**Clock wiring as the flow saved it**

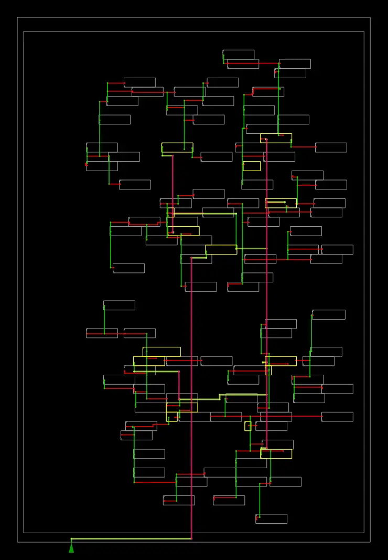
**Cells colored by class**

Scale: 2 px per um. Fill, decap, tap and diode cells in gray.
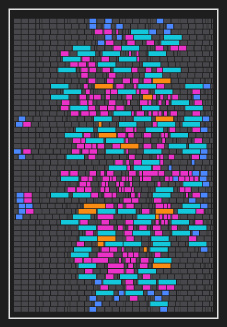
**Routed clock nets over the placement**

Scale: 4 px per um.
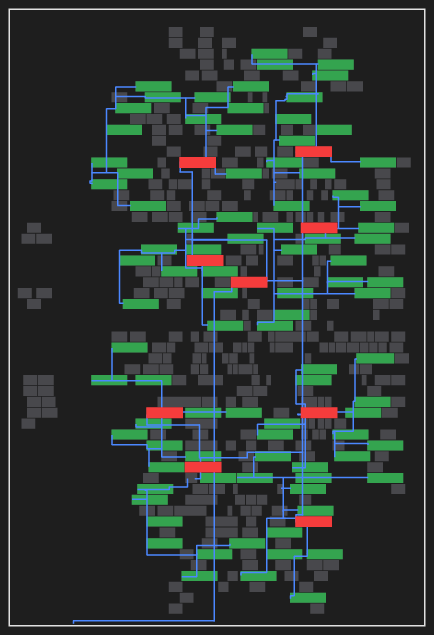
**Pin placement**

Scale: 2 px per um. Pins as bars across the die edge, other pins in gray.
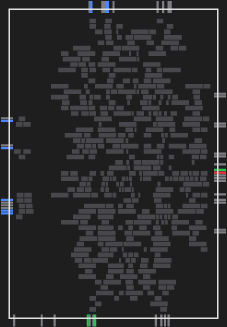
**Met2 routing**

Scale: 2 px per um. Cells faint in the background.
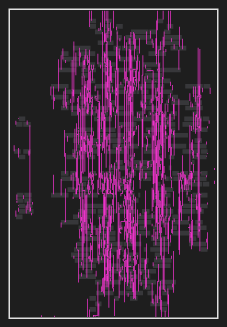
<file path="src/rtl/regfile_arbiter_pkg.sv">
// Shared constants for the two-port register-file arbiter.
// Default geometry, starvation limit and owner encoding.
package regfile_arbiter_pkg;

    localparam int ADDR_W_DEF     = 3;
    localparam int DATA_W_DEF     = 8;
    localparam int STARVE_MAX_DEF = 15;

    localparam logic OWN_A = 1'b0;
    localparam logic OWN_B = 1'b1;

endpackage

</file>
<file path="src/rtl/regfile_arbiter_mem.sv">
// Single-port register storage for the arbiter.
// Synchronous write, registered read, all entries reset to zero.
module regfile_arbiter_mem
    import regfile_arbiter_pkg::*;
#(
    parameter int ADDR_W = ADDR_W_DEF,
    parameter int DATA_W = DATA_W_DEF
) (
    input  logic              clk,
    input  logic              rst_n,
    input  logic              i_we,
    input  logic              i_re,
    input  logic [ADDR_W-1:0] i_addr,
    input  logic [DATA_W-1:0] i_wdata,
    output logic [DATA_W-1:0] o_rdata
);

    localparam int DEPTH = 2 ** ADDR_W;

    logic [DATA_W-1:0] r_mem [DEPTH];
    logic [DATA_W-1:0] r_rdata;

    // Storage array: clear on reset, write on a granted write access
    always_ff @(posedge clk or negedge rst_n) begin
        if (!rst_n) begin
            for (int i = 0; i < DEPTH; i++) begin
                r_mem[i] <= '0;
            end
        end else if (i_we) begin
            r_mem[i_addr] <= i_wdata;
        end
    end

    // Read register: sample the addressed entry on a granted read
    always_ff @(posedge clk or negedge rst_n) begin
        if (!rst_n) begin
            r_rdata <= '0;
        end else if (i_re) begin
            r_rdata <= r_mem[i_addr];
        end
    end

    assign o_rdata = r_rdata;

endmodule

</file>
<file path="src/rtl/regfile_arbiter.sv">
// Round-robin arbiter sharing one register file between ports A and B.
// Optional A burst lock with starvation guard: REGFILE_ARBITER_LOCK_EN.
module regfile_arbiter
    import regfile_arbiter_pkg::*;
#(
    parameter int ADDR_W     = ADDR_W_DEF,
    parameter int DATA_W     = DATA_W_DEF,
    parameter int STARVE_MAX = STARVE_MAX_DEF
) (
    input  logic              clk,
    input  logic              rst_n,
    input  logic              a_req,
    input  logic              a_we,
    input  logic [ADDR_W-1:0] a_addr,
    input  logic [DATA_W-1:0] a_wdata,
    input  logic              a_lock,
    output logic              a_gnt,
    output logic              a_rvalid,
    output logic [DATA_W-1:0] a_rdata,
    input  logic              b_req,
    input  logic              b_we,
    input  logic [ADDR_W-1:0] b_addr,
    input  logic [DATA_W-1:0] b_wdata,
    output logic              b_gnt,
    output logic              b_rvalid,
    output logic [DATA_W-1:0] b_rdata
);

    localparam int CNT_W = $clog2(STARVE_MAX + 1);

    logic              r_last_owner;
    logic              r_a_rvalid;
    logic              r_b_rvalid;
    logic [DATA_W-1:0] r_a_hold;
    logic [DATA_W-1:0] r_b_hold;

    logic              w_a_gnt;
    logic              w_b_gnt;
    logic              w_lock_act;
    logic              w_mem_we;
    logic              w_mem_re;
    logic [ADDR_W-1:0] w_mem_addr;
    logic [DATA_W-1:0] w_mem_wdata;
    logic [DATA_W-1:0] w_mem_rdata;

`ifdef REGFILE_ARBITER_LOCK_EN
    logic             r_lock_owner;
    logic [CNT_W-1:0] r_starve_cnt;
    logic             w_starve_max;
    logic             w_locking;

    assign w_starve_max = (r_starve_cnt == CNT_W'(STARVE_MAX));
    assign w_locking    = r_lock_owner | (w_a_gnt & a_lock);
    // A starved B long enough: the lock stops counting as active
    assign w_lock_act   = r_lock_owner & a_lock & ~w_starve_max;

    // Lock ownership: taken on a locked A grant, dropped on release or starvation
    always_ff @(posedge clk or negedge rst_n) begin
        if (!rst_n) begin
            r_lock_owner <= 1'b0;
        end else if (w_starve_max) begin
            r_lock_owner <= 1'b0;
        end else if (w_a_gnt && a_lock) begin
            r_lock_owner <= 1'b1;
        end else if (!a_lock) begin
            r_lock_owner <= 1'b0;
        end
    end

    // Starvation counter: cycles B waits behind a lock, cleared on B grant
    always_ff @(posedge clk or negedge rst_n) begin
        if (!rst_n) begin
            r_starve_cnt <= '0;
        end else if (w_b_gnt || !w_locking) begin
            r_starve_cnt <= '0;
        end else if (b_req && !w_starve_max) begin
            r_starve_cnt <= r_starve_cnt + CNT_W'(1);
        end
    end
`else
    logic w_unused;

    assign w_lock_act = 1'b0;
    assign w_unused   = ^{a_lock, CNT_W'(STARVE_MAX)};
`endif

    // Grant decision: lock first, then round-robin on a tie
    always_comb begin
        w_a_gnt = 1'b0;
        w_b_gnt = 1'b0;
        if (!rst_n) begin
            w_a_gnt = 1'b0;
        end else if (w_lock_act && a_req) begin
            w_a_gnt = 1'b1;
        end else if (a_req && b_req) begin
            if (r_last_owner == OWN_A) begin
                w_b_gnt = 1'b1;
            end else begin
                w_a_gnt = 1'b1;
            end
        end else if (a_req) begin
            w_a_gnt = 1'b1;
        end else if (b_req) begin
            w_b_gnt = 1'b1;
        end
    end

    assign a_gnt = w_a_gnt;
    assign b_gnt = w_b_gnt;

    assign w_mem_addr  = w_b_gnt ? b_addr : a_addr;
    assign w_mem_wdata = w_b_gnt ? b_wdata : a_wdata;
    assign w_mem_we    = (w_a_gnt & a_we) | (w_b_gnt & b_we);
    assign w_mem_re    = (w_a_gnt & ~a_we) | (w_b_gnt & ~b_we);

    regfile_arbiter_mem #(
        .ADDR_W (ADDR_W),
        .DATA_W (DATA_W)
    ) u_mem (
        .clk     (clk),
        .rst_n   (rst_n),
        .i_we    (w_mem_we),
        .i_re    (w_mem_re),
        .i_addr  (w_mem_addr),
        .i_wdata (w_mem_wdata),
        .o_rdata (w_mem_rdata)
    );

    // Remember who was served last so the other side wins the next tie
    always_ff @(posedge clk or negedge rst_n) begin
        if (!rst_n) begin
            r_last_owner <= OWN_B;
        end else if (w_a_gnt) begin
            r_last_owner <= OWN_A;
        end else if (w_b_gnt) begin
            r_last_owner <= OWN_B;
        end
    end

    // One-cycle read-valid pulses per port
    always_ff @(posedge clk or negedge rst_n) begin
        if (!rst_n) begin
            r_a_rvalid <= 1'b0;
            r_b_rvalid <= 1'b0;
        end else begin
            r_a_rvalid <= w_a_gnt & ~a_we;
            r_b_rvalid <= w_b_gnt & ~b_we;
        end
    end

    // Per-port copy of the last read so rdata survives the other port's reads
    always_ff @(posedge clk or negedge rst_n) begin
        if (!rst_n) begin
            r_a_hold <= '0;
            r_b_hold <= '0;
        end else begin
            if (r_a_rvalid) begin
                r_a_hold <= w_mem_rdata;
            end
            if (r_b_rvalid) begin
                r_b_hold <= w_mem_rdata;
            end
        end
    end

    assign a_rvalid = r_a_rvalid;
    assign b_rvalid = r_b_rvalid;
    assign a_rdata  = r_a_rvalid ? w_mem_rdata : r_a_hold;
    assign b_rdata  = r_b_rvalid ? w_mem_rdata : r_b_hold;

endmodule

</file>
<file path="config.mk">
export PLATFORM = sky130hd
export DESIGN_NAME = regfile_arbiter
export DESIGN_NICKNAME = d
export VERILOG_FILES = /design/src/rtl/regfile_arbiter_pkg.sv /design/src/rtl/regfile_arbiter_mem.sv /design/src/rtl/regfile_arbiter.sv
export SDC_FILE = /design/constraint.sdc
export NUM_CORES = 1
export LEC_CHECK = 0
export CAP_MARGIN = 10
export CORE_ASPECT_RATIO = 1.5
export CORE_MARGIN = 1.5
export CORE_UTILIZATION = 30
export DETAILED_ROUTE_END_ITERATION = 6
export PLACE_DENSITY_LB_ADDON = 0.3
export SETUP_SLACK_MARGIN = 0.3
export SLEW_MARGIN = 20
export SYNTH_ARGS = -nofsm -noshare
export SYNTH_HDL_FRONTEND = slang
export SYNTH_SLANG_ARGS = --single-unit
</file>
<file path="constraint.sdc">
create_clock -name clk -period 6.7 [get_ports clk]
set_clock_uncertainty 0.2 [all_clocks]
set_input_delay 1.34 -clock clk [delete_from_list [all_inputs] [get_ports clk]]
set_output_delay 1.34 -clock clk [all_outputs]
set_load 0.02 [all_outputs]
</file>
==> flow_metrics.tcl <==
# yosys + openroad results
set metrics [dict create \
    status "finished, final reports clean" \
    yosysChipArea_um2 4540 \
    cp.required_ns 5.16 \
    ant_nets 0 \
    area_delta_synth_final_pct 21.0 \
    syn_avg_cell_area_um2 13.1 \
    grt_max_degree 56 \
    drtIter0Drc 160 \
    yosys_cells 348 \
    worstSetupPathType "primary input to output port" \
    warning_count 27 \
    yosysWarnings 0 \
    grt_setup_unrepaired "no" \
    fillers 1440 \
    ys_types 34 \
    cts-root-buf "clkbuf_16" \
    fp_util_pct 31.0 \
    path_max_fanout 7 \
    maxCapViolations 0 \
    dp_hpwl_um 7840 \
    gp_congestion 0.792 \
    synthCells 348 \
    pre_cts_slack_ns 1.98 \
    num_rows 54 \
    grt_usage_pct 14.7 \
    p_leak_uw 0.00235 \
    drive_gt1_share_pct 32.7 \
    routedWlPerCell_um 18.2 \
    start_kind "primary input" \
    routed-via-count 3066 \
    die_w_um 103 \
    hold_class "flop to flop" \
]
Notes on 'clock wiring as the flow saved it' above:
Clock Sinks: 91
clkbuf count: 10
worst skew pair latency: 0.34 ns

Notes on 'cells colored by class' above:
Key: other buffers and delay cells = blue [cells 50]; flip-flops = cyan [cells 91]; clock drivers and dummy loads = orange [cells 15]; all other logic = magenta [cells 242]
post-layout instance area: 5500 um2
Core Box Area: 14,700 um2
post-layout util: 37.5%

Notes on 'routed clock nets over the placement' above:
Key: cells driving clock nets = red [count 9]; clock wires = blue [length 1,160 um]; flip-flops = green [count 91]
There are 10 routed clock nets.
share of total power in the clock network: 26.4%
P_clk: 500 uW

Notes on 'pin placement' above:
Key: b_addr = green [pins 3, direction input, edge 2 bottom, 1 right]; a_wdata = blue [pins 8, direction input, edge 5 left, 3 top]; b_req = red [pins 1, direction input, edge right]
Port Buf Inserts: 47
Die Span Y: 154 um

Notes on 'met2 routing' above:
391 nets have wire on it. The wires run mostly vertical. The layer holds 54% of the routed length. The layer carries 5,810 um of wire. The longest straight run is 61.5 um.
WL final: 10,800 um
GR Util met2: 25.4%

final timing paths:
check                                    start         endpoint  cells past startpoint
worst max register to register    r_last_owner  u_mem.r_mem[54]                      6
max in group asynchronous                rst_n  u_mem.r_mem[28]                      2
worst max-delay path                     a_req            b_gnt                      5
worst min-delay path            u_mem.r_mem[5]   u_mem.r_mem[5]                      1
worst min register to register  u_mem.r_mem[5]   u_mem.r_mem[5]                      1
min in group asynchronous                rst_n  u_mem.r_mem[48]                      1
cell usage after synthesis (all sizes together):
cell / n / area (um2)
nand3: 11 / 60.1
o2111ai: 5 / 43.8
nand3b: 1 / 7.51
o21ai: 14 / 73.8
clkbuf: 7 / 26.3
a32oi: 1 / 8.76
a211oi: 1 / 12.5
a22oi: 9 / 67.6
a31oi: 1 / 6.26
mux4: 6 / 135
mux2: 96 / 1080
nor4: 1 / 21.3
nor3: 1 / 5.00
nand2: 11 / 53.8
a21oi: 11 / 55.1
o22a: 8 / 70.1
a21boi: 2 / 18.8
buf: 8 / 38.8
dfrtp: 90 / 2250
a21bo: 1 / 10.0
mux2i: 30 / 300
and3: 2 / 12.5
dfstp: 1 / 26.3
nand2b: 6 / 37.5
inv: 8 / 30.0
nor2: 5 / 18.8
o22ai: 10 / 62.6
nand4b: 1 / 8.76
through the flow:
| step | util (%) | instance area, um2 | cells | hold slack, ns |
|---|---|---|---|---|
| CTS | 37.5 | 5500 | 594 | 0.293 |
| global placement | 35.6 | 5220 | 579 | 0.269 |
| floorplan | - | 4540 | 348 | 0.258 |
| finish | 37.5 | 5500 | 594 | 0.292 |
| detailed placement | 35.5 | 5210 | 579 | 0.279 |
| global route | 37.5 | 5500 | 594 | 0.315 |
per-layer routing:
layer / share of wire [%] / vias up / GRT usage (%) / wire length [um]
met5: 0 / - / 0 / 0
met4: 2.4 / 0 / 7.40 / 263
met3: 3.0 / 19 / 2.23 / 321
met2: 54 / 65 / 25.4 / 5810
met1: 41 / 1570 / 17.4 / 4420
li1: - / 1412 / - / -
power breakdown:
part	total, uW	internal (uW)	switching [uW]
clock network	500	295	205
registers	844	741	104
logic	549	312	237
total	1890	1350	545
registers in the layout (all words and copies together), names as in the netlist:
register / flops
r_a_hold: 8
u_mem.o_rdata: 8
a_rvalid: 1
r_last_owner: 1
u_mem.r_mem: 64
b_rvalid: 1
r_b_hold: 8
kinds of logic (layout without fill, tap and decap cells):
logic type,after synthesis,count (layout),synth area share [%]
compound gates,63,63,9.44
flops,91,91,50.1
buf+inv,23,73,2.09
mux,132,132,33.4
simple gates,39,39,4.96
area by class of cell:
class,count,share of cell area [%]
flip-flops and latches,91,41.4
multi-input cells,234,39.5
repair buffers,50,8.74
well taps,196,4.46
clock buffers,10,4.35
clock inverters,5,0.979
inverters,8,0.546
worst max-delay path, stage by stage:
cell and delay [ns]:
clkdlybuf4s50_1 0.53, a21boi_2 0.44, nand2_1 0.19, inv_1 0.09, clkdlybuf4s50_1 0.60
No activity file was given, so power comes from the tool's default toggle rates.
